<file path="src/rtl/alu_pkg.sv">
// ---------------------------------------------------------------------------
// alu_pkg
// Shared definitions for the ALU issue stage.
//   - ALU opcode constants (AND, OR, ADD, SUB)
//   - alu_op_legal(): returns 1 for an opcode the ALU implements
//   - alu_req_t: request record {a, b, op, tag} at the default widths.
//     It is also the default payload type of alu_skid_buf.
// ---------------------------------------------------------------------------
package alu_pkg;

   localparam logic [2:0] ALU_AND = 3'b000;
   localparam logic [2:0] ALU_OR  = 3'b001;
   localparam logic [2:0] ALU_ADD = 3'b010;
   localparam logic [2:0] ALU_SUB = 3'b110;

   localparam int ALU_WIDTH_DEF = 32;
   localparam int ALU_TAG_W_DEF = 4;

   typedef struct packed {
      logic [ALU_WIDTH_DEF-1:0] a;
      logic [ALU_WIDTH_DEF-1:0] b;
      logic [2:0]               op;
      logic [ALU_TAG_W_DEF-1:0] tag;
   } alu_req_t;

   function automatic logic alu_op_legal(input logic [2:0] op);
      logic legal;
      case (op)
         ALU_AND, ALU_OR, ALU_ADD, ALU_SUB: legal = 1'b1;
         default:                           legal = 1'b0;
      endcase
      return legal;
   endfunction

endpackage

</file>
<file path="src/rtl/alu_skid_buf.sv">
// ---------------------------------------------------------------------------
// alu_skid_buf
// One-entry skid register sitting in front of the S1 operand register.
// It generates the registered upstream ready.
//   i_clk, i_reset  : clock, synchronous active-high reset
//   i_valid, i_data : upstream request and its payload
//   i_s1_take       : S1 can accept an entry this cycle (empty or advancing)
//   o_ready         : registered, high while the skid register is empty
//   o_s1_load       : S1 should load o_s1_data at the next edge
//   o_s1_data       : skid entry if one is held, otherwise the live input
// A held skid entry always refills S1 before a new input, which keeps the
// stream in FIFO order. No input is accepted while the skid is full,
// so the skid can never be draining and filling in the same cycle.
// ---------------------------------------------------------------------------
module alu_skid_buf
   import alu_pkg::*;
#(
   parameter type T = alu_req_t
) (
   input  logic i_clk,
   input  logic i_reset,
   input  logic i_valid,
   input  T     i_data,
   input  logic i_s1_take,
   output logic o_ready,
   output logic o_s1_load,
   output T     o_s1_data
);

   logic r_skid_valid;
   logic r_ready;
   T     r_skid_data;
   logic w_hs;

   assign w_hs      = i_valid && r_ready;
   assign o_ready   = r_ready;
   assign o_s1_load = i_s1_take && (r_skid_valid || w_hs);
   assign o_s1_data = r_skid_valid ? r_skid_data : i_data;

   // Skid occupancy and payload; ready follows the next occupancy state.
   always_ff @(posedge i_clk) begin
      if (i_reset) begin
         r_skid_valid <= 1'b0;
         r_ready      <= 1'b1;
         r_skid_data  <= '0;
      end else if (r_skid_valid && i_s1_take) begin
         r_skid_valid <= 1'b0;
         r_ready      <= 1'b1;
      end else if (w_hs && !i_s1_take) begin
         r_skid_valid <= 1'b1;
         r_ready      <= 1'b0;
         r_skid_data  <= i_data;
      end else begin
         r_skid_valid <= r_skid_valid;
         r_ready      <= r_ready;
      end
   end

endmodule

</file>
<file path="src/rtl/alu_issue_stage.sv">
// ---------------------------------------------------------------------------
// alu_issue_stage
// Two-stage pipeline around an external combinational ALU (yAlu).
//   skid (1 entry) -> S1 operand register (drives alu_*) -> S2 output register
// Up to three operations can be in flight.
//   clk, reset              : clock, synchronous active-high reset
//   in_valid/in_ready       : request handshake (in_ready registered)
//   in_a, in_b, in_op, in_tag : request payload
//   alu_a, alu_b, alu_op    : registered ALU inputs (0 after reset)
//   alu_z, alu_ex           : ALU result and zero flag
//   out_valid/out_ready     : result handshake
//   out_z, out_zero, out_err, out_tag, out_ovf : registered result
// Illegal opcodes are still accepted. The ALU is driven with AND for that
// slot, and the result is forced to z=0, zero=1, err=1.
// Optional macro ALU_ISSUE_OVF_EN: S2 captures signed overflow for ADD/SUB.
// Without it, out_ovf is tied to 0.
// ---------------------------------------------------------------------------
module alu_issue_stage
   import alu_pkg::*;
#(
   parameter int WIDTH = 32,
   parameter int TAG_W = 4
) (
   input  logic             clk,
   input  logic             reset,
   input  logic             in_valid,
   output logic             in_ready,
   input  logic [WIDTH-1:0] in_a,
   input  logic [WIDTH-1:0] in_b,
   input  logic [2:0]       in_op,
   input  logic [TAG_W-1:0] in_tag,
   output logic [WIDTH-1:0] alu_a,
   output logic [WIDTH-1:0] alu_b,
   output logic [2:0]       alu_op,
   input  logic [WIDTH-1:0] alu_z,
   input  logic             alu_ex,
   output logic             out_valid,
   input  logic             out_ready,
   output logic [WIDTH-1:0] out_z,
   output logic             out_zero,
   output logic             out_err,
   output logic [TAG_W-1:0] out_tag,
   output logic             out_ovf
);

   typedef struct packed {
      logic [WIDTH-1:0] a;
      logic [WIDTH-1:0] b;
      logic [2:0]       op;
      logic [TAG_W-1:0] tag;
   } req_t;

   req_t             w_in_req;
   req_t             w_s1_req;
   logic             w_s1_load;
   logic             w_s1_take;
   logic             w_s1_adv;
   logic             w_s2_free;
   logic             w_req_legal;

   logic             r_s1_valid;
   logic [WIDTH-1:0] r_s1_a;
   logic [WIDTH-1:0] r_s1_b;
   logic [2:0]       r_s1_op;
   logic             r_s1_err;
   logic [TAG_W-1:0] r_s1_tag;

   logic             r_s2_valid;
   logic [WIDTH-1:0] r_s2_z;
   logic             r_s2_zero;
   logic             r_s2_err;
   logic [TAG_W-1:0] r_s2_tag;

   // Pack the request port fields into one record for the skid path.
   always_comb begin
      w_in_req     = '0;
      w_in_req.a   = in_a;
      w_in_req.b   = in_b;
      w_in_req.op  = in_op;
      w_in_req.tag = in_tag;
   end

   // S2 frees up when it is empty or its result is consumed this cycle.
   assign w_s2_free   = !r_s2_valid || (r_s2_valid && out_ready);
   assign w_s1_adv    = r_s1_valid && w_s2_free;
   assign w_s1_take   = !r_s1_valid || w_s1_adv;
   assign w_req_legal = alu_op_legal(w_s1_req.op);

   alu_skid_buf #(
      .T (req_t)
   ) u_skid (
      .i_clk     (clk),
      .i_reset   (reset),
      .i_valid   (in_valid),
      .i_data    (w_in_req),
      .i_s1_take (w_s1_take),
      .o_ready   (in_ready),
      .o_s1_load (w_s1_load),
      .o_s1_data (w_s1_req)
   );

   // S1 operand register; holds its contents while empty or stalled.
   always_ff @(posedge clk) begin
      if (reset) begin
         r_s1_valid <= 1'b0;
         r_s1_a     <= '0;
         r_s1_b     <= '0;
         r_s1_op    <= 3'b000;
         r_s1_err   <= 1'b0;
         r_s1_tag   <= '0;
      end else if (w_s1_load) begin
         r_s1_valid <= 1'b1;
         r_s1_a     <= w_s1_req.a;
         r_s1_b     <= w_s1_req.b;
         r_s1_op    <= w_req_legal ? w_s1_req.op : ALU_AND;
         r_s1_err   <= !w_req_legal;
         r_s1_tag   <= w_s1_req.tag;
      end else if (w_s1_adv) begin
         r_s1_valid <= 1'b0;
      end else begin
         r_s1_valid <= r_s1_valid;
      end
   end

   assign alu_a  = r_s1_a;
   assign alu_b  = r_s1_b;
   assign alu_op = r_s1_op;

   // S2 output register; reloads in the same cycle its result is consumed.
   always_ff @(posedge clk) begin
      if (reset) begin
         r_s2_valid <= 1'b0;
         r_s2_z     <= '0;
         r_s2_zero  <= 1'b0;
         r_s2_err   <= 1'b0;
         r_s2_tag   <= '0;
      end else if (w_s1_adv) begin
         r_s2_valid <= 1'b1;
         r_s2_z     <= r_s1_err ? '0 : alu_z;
         r_s2_zero  <= r_s1_err ? 1'b1 : alu_ex;
         r_s2_err   <= r_s1_err;
         r_s2_tag   <= r_s1_tag;
      end else if (r_s2_valid && out_ready) begin
         r_s2_valid <= 1'b0;
      end else begin
         r_s2_valid <= r_s2_valid;
      end
   end

   assign out_valid = r_s2_valid;
   assign out_z     = r_s2_z;
   assign out_zero  = r_s2_zero;
   assign out_err   = r_s2_err;
   assign out_tag   = r_s2_tag;

`ifdef ALU_ISSUE_OVF_EN
   logic w_ovf;
   logic r_s2_ovf;

   // Signed overflow of the S1 operation. Illegal ops carry the AND
   // opcode in S1, so they fall into the default branch.
   always_comb begin
      w_ovf = 1'b0;
      case (r_s1_op)
         ALU_ADD: w_ovf = (r_s1_a[WIDTH-1] == r_s1_b[WIDTH-1]) &&
                          (alu_z[WIDTH-1] != r_s1_a[WIDTH-1]);
         ALU_SUB: w_ovf = (r_s1_a[WIDTH-1] != r_s1_b[WIDTH-1]) &&
                          (alu_z[WIDTH-1] != r_s1_a[WIDTH-1]);
         default: w_ovf = 1'b0;
      endcase
   end

   // Overflow flag travels with the rest of the S2 result.
   always_ff @(posedge clk) begin
      if (reset) begin
         r_s2_ovf <= 1'b0;
      end else if (w_s1_adv) begin
         r_s2_ovf <= w_ovf;
      end else begin
         r_s2_ovf <= r_s2_ovf;
      end
   end

   assign out_ovf = r_s2_ovf;
`else
   assign out_ovf = 1'b0;
`endif

endmodule

</file>
<file path="config.mk">
export PLATFORM = sky130hd
export DESIGN_NAME = alu_issue_stage
export DESIGN_NICKNAME = d
export VERILOG_FILES = /design/src/rtl/alu_pkg.sv /design/src/rtl/alu_skid_buf.sv /design/src/rtl/alu_issue_stage.sv
export SDC_FILE = /design/constraint.sdc
export NUM_CORES = 1
export LEC_CHECK = 0
export ABC_CLOCK_PERIOD_IN_PS = 1950
export CAP_MARGIN = 20
export CORE_MARGIN = 5
export CORE_UTILIZATION = 35
export CTS_BUF_LIST = sky130_fd_sc_hd__clkbuf_16
export DETAILED_ROUTE_END_ITERATION = 8
export GPL_TIMING_DRIVEN = 0
export PLACE_DENSITY_LB_ADDON = 0.2
export SKIP_LAST_GASP = 1
export SLEW_MARGIN = 20
export SYNTH_ARGS = -nofsm -noshare
export SYNTH_HDL_FRONTEND = slang
export SYNTH_SLANG_ARGS = --single-unit
</file>
<file path="constraint.sdc">
create_clock -name clk -period 1.95 [get_ports clk]
set_input_delay 0.585 -clock clk [delete_from_list [all_inputs] [get_ports clk]]
set_output_delay 0.585 -clock clk [all_outputs]
set_load 0.005 [all_outputs]
</file>
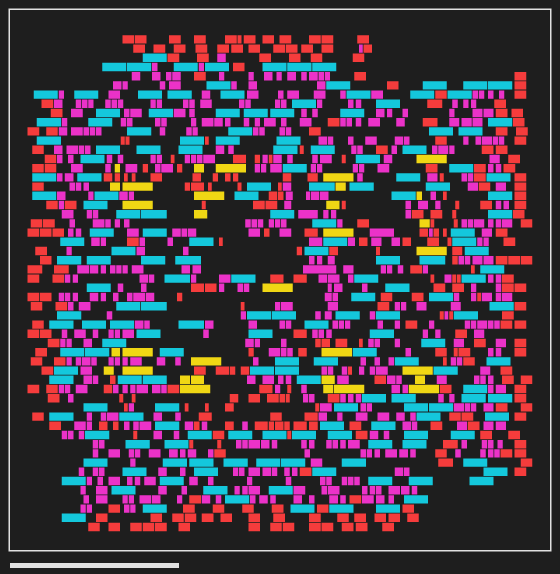
cell_classes.png
Bar = 50 um.
legend:
  red:
    class: other buffers and delay cells
    cells: 317
  magenta:
    class: all other logic
    cells: 566
  cyan:
    class: flip-flops
    cells: 185
  yellow:
    class: clock drivers and dummy loads
    cells: 32
Final Instance Area: 10900 um2
sequential cell area share: 34.0%

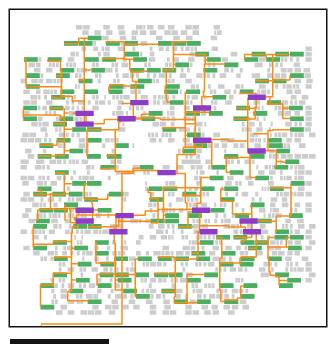
clock_map.png
Bar = 50 um.
legend:
  orange:
    item: clock wires
    length: 2360 um
  purple:
    item: cells driving clock nets
    count: 17
  green:
    item: flip-flops
    count: 185
flops lie: widely spread
P_clk: 0.00335 W
clk latency late pin: 0.43 ns
worst-case clock skew: 0.0102 ns

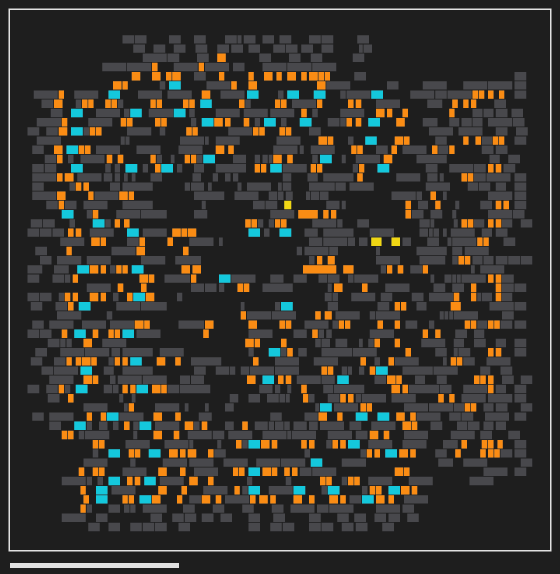
gate_families.png
Bar = 50 um.
legend:
  cyan:
    family: multiplexers
    cells: 68
    most_used: mux2i_1
  yellow:
    family: AND and OR gates
    cells: 3
  orange:
    family: inverting AOI/OAI gates
    cells: 367
    most_used: a21oi_1
    where: widely spread

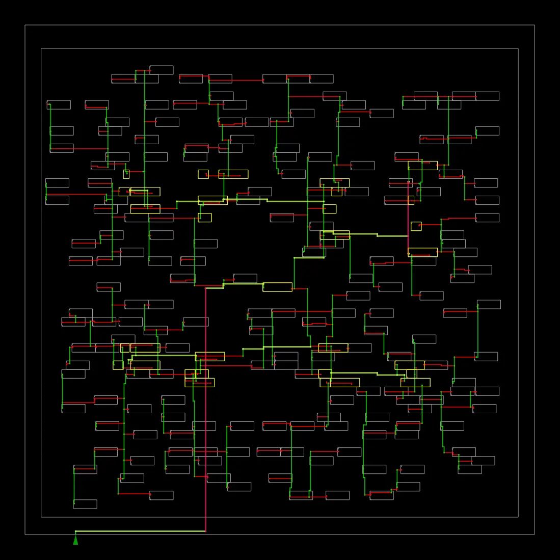
final_clocks.png
Num CTS Buffers: 17
clock sink count: 185
clock buf count: 17
Seq cells: 185

==> flow_summary_export.csv <==
group,metric,value,unit
global_routing,grt_pass1_vias,7275,
drt,dr.pass1.iters,5,
drt,wl_met1,12.5,mm
cts,post-cts-setup-buffers,0,
drt,wl_met3,1.63,mm
cells_and_area,largest_class,"sequential cells",
cells_and_area,buf_share,25.0,%
die,initial_utilization,35.7,%
cells_and_area,layout.cells.non_filler,1382,
placement,place_inst,1348,
cts,cts-root-buf,"clkbuf_16",
power,p_clk_share,39.0,%
critical_path,cp-startpoint,"alu_b[31]$_SDFFE_PP0P_",
cells_and_area,clock_cell_area_share,5.11,%
cells_and_area,layout_top_cell,"clkdlybuf4s50_1",
cells_and_area,comb_share,32.6,%
cells_and_area,num-nonclk-buffers,317,
placement,place_ws,-0.495,ns
run,warning_count,26,
logic_synthesis,yosys_warnings,0,
global_routing,grt.total_usage,19.9,%
run,maxCapViolCount,0,
power,power.density,786,nW/um2
critical_path,cp_cell_sequence,"clkdlybuf4s50_1",
placement,hpwlAfterDp,18.7,mm
logic_synthesis,compound_area_share,26.5,%
logic_synthesis,synth_area,7840,um2
critical_path,critPathBufInv,1,
die,die_x,160,um
cells_and_area,logic_gate_count,565,
logic_synthesis,ys_cells,855,
critical_path,worstPathArrival,1.31,ns
die,fp-row-count,54,
min_path,whs_path_depth,2,
cts,cts_tree,"built",
sta,maxSlewViolCount,0,
cts,cts_buffer_depth,2,
global_routing,grt_pass1_wl,41.2,mm
sta,worst_slew_pin_slew,0.594,ns
critical_path,endpoint,"alu_b[31]",
cells_and_area,nets,1195,
sta,setup_viol,0,
critical_path,reg2reg_to,"alu_b[30]$_SDFFE_PP0P_",
min_path,hp-class,"flop to flop",
drt,top_layer,"met5",
critical_path,startpoint_type,"flop",
logic_synthesis,synth_cells,855,
logic_synthesis,adder_share,0,%
cells_and_area,drive_gt1_share,9.09,%
critical_path,slowest_stage,"clkdlybuf4s50_1",
logic_synthesis,synth-simple-area-share,10.0,%
sta,setup_slack,0.0515,ns
power,power.switching,0.00230,W
critical_path,rr_startpoint,"r_s1_valid$_SDFFE_PP0P_",
sta,fin_crit,1.90,ns
critical_path,path_max_fanout,2,
power,pg_comb,0.00120,W
cells_and_area,fillers,2109,
logic_synthesis,ys_ff,185,
cells_and_area,inv_count,1,
global_routing,overflow,0,
logic_synthesis,ys_types,33,
logic_synthesis,seq_area_frac_synth,47.2,%
min_path,min_from,"out_z[11]$_SDFFE_PP0P_",
drt,met2_length,12.0,mm
critical_path,end_kind,"output port",
power,internal-power,0.00628,W
global_routing,grt_max_degree,19,
cells_and_area,num_antenna_cells,2,
cts,path_clk_slew,0.07,ns
logic_synthesis,logic_family,"AND-OR/OR-AND gates",
power,seqPwrFrac,47.1,%
die,die_area,25500,um2
drt,route.detailed.drc,0,
logic_synthesis,synthesis.nets,963,
critical_path,slowest_delay,0.54,ns
sta,max_freq,0.527,GHz
sta,maxSlewHeadroom,60.4,%
die,io_pins,216,
power,ir_drop,520,uV
drt,vias_per_cell,5.38,
drt,wire_per_inst,19.1,um
power,sequentialPower,0.00404,W
cts,cts_resized,6,
critical_path,worst-r2r-setup-slack,0.39,ns
cells_and_area,area_growth,39.3,%
logic_synthesis,ys_chip_area,7840,um2
placement,place.gp.congestion,0.812,
critical_path,rr_worst_depth,5,
drt,drt_wl_total,26.3,mm
critical_path,crit_type,"flop to output port",
global_routing,antenna_found_initial,4,
logic_synthesis,synth_area_per_cell,9.17,um2
power,comb_power_share,13.9,%
min_path,min_to,"out_z[11]$_SDFFE_PP0P_",
cts,holdBufCountCts,0,
logic_synthesis,mux_share,8.68,%
power,swShare,26.9,%
status,status,"finished clean",
die,core_area,22000,um2
drt,drt-initial-drc-count,596,
critical_path,critPathRequiredTime,1.36,ns
drt,ant_nets,0,
power,maxPowerGroup,"registers",
sta,min_period_over_period,97.4,%
cells_and_area,logic_area,3560,um2
cells_and_area,regArea,3710,um2
-- sequential cells by signal, summed over array words and instances, names as in the netlist --
signal	cells
u_skid.r_skid_data	71
alu_a	32
alu_b	32
out_z	32
out_tag	4
r_s1_tag	4
alu_op	3
out_err	1
out_valid	1
out_zero	1
r_s1_err	1
r_s1_valid	1
u_skid.o_ready	1
u_skid.r_skid_valid	1
-- cells in the mapped netlist, drive strengths merged --
master     n  area, um2
a2111oi    1       27.5
a211oi    71        533
a21o       3       22.5
a21oi    183        927
a311oi     1       8.76
a31oi      2       12.5
and2       1       6.26
and2b      1       7.51
and3b      1       8.76
buf       52        387
clkbuf    52        195
conb       1       3.75
dfxtp    185       3700
inv        1       3.75
mux2i     68        681
nand2      2       7.51
nand2b     2       12.5
nand3     76        380
nand3b     1       20.0
nand4b    32        280
nor2       3       13.8
nor2b      1       6.26
nor3       3       15.0
nor3b      1       7.51
nor4b      1       8.76
nor4bb     1       10.0
o21ai    108        541
o2bb2ai    1       8.76
-- metal layers --
metal  vias up  GRT usage, %
met2       238          31.1
met4         4          4.69
met3        13          4.85
met5         -             0
li1       3649             -
met1      3533          27.8
-- kinds of logic (layout without fill, tap and decap cells) --
group | count (synthesis) | after routing
AOI/OAI and AO/OA | 370 | 370
DFF | 185 | 185
and+or+nand+nor | 126 | 126
buffers and inverters | 105 | 350
muxes | 68 | 68
other | 1 | 3
-- per-stage QoR --
stage	cell area [um2]	setup TNS [ns]	power [W]	hold WS [ns]	util [%]
finish	10900	0	0.00858	0.475	49.7
global route	10900	-0.00249	0.00892	0.488	49.7
CTS	10900	0	0.00866	0.476	49.6
detailed placement	10300	-61.44	0.00533	0.465	47.0
global placement	10300	-57.45	0.00532	0.456	47.0
floorplan	7840	0	0.00459	0.443	-
No activity file was given, so power comes from the tool's default toggle rates.
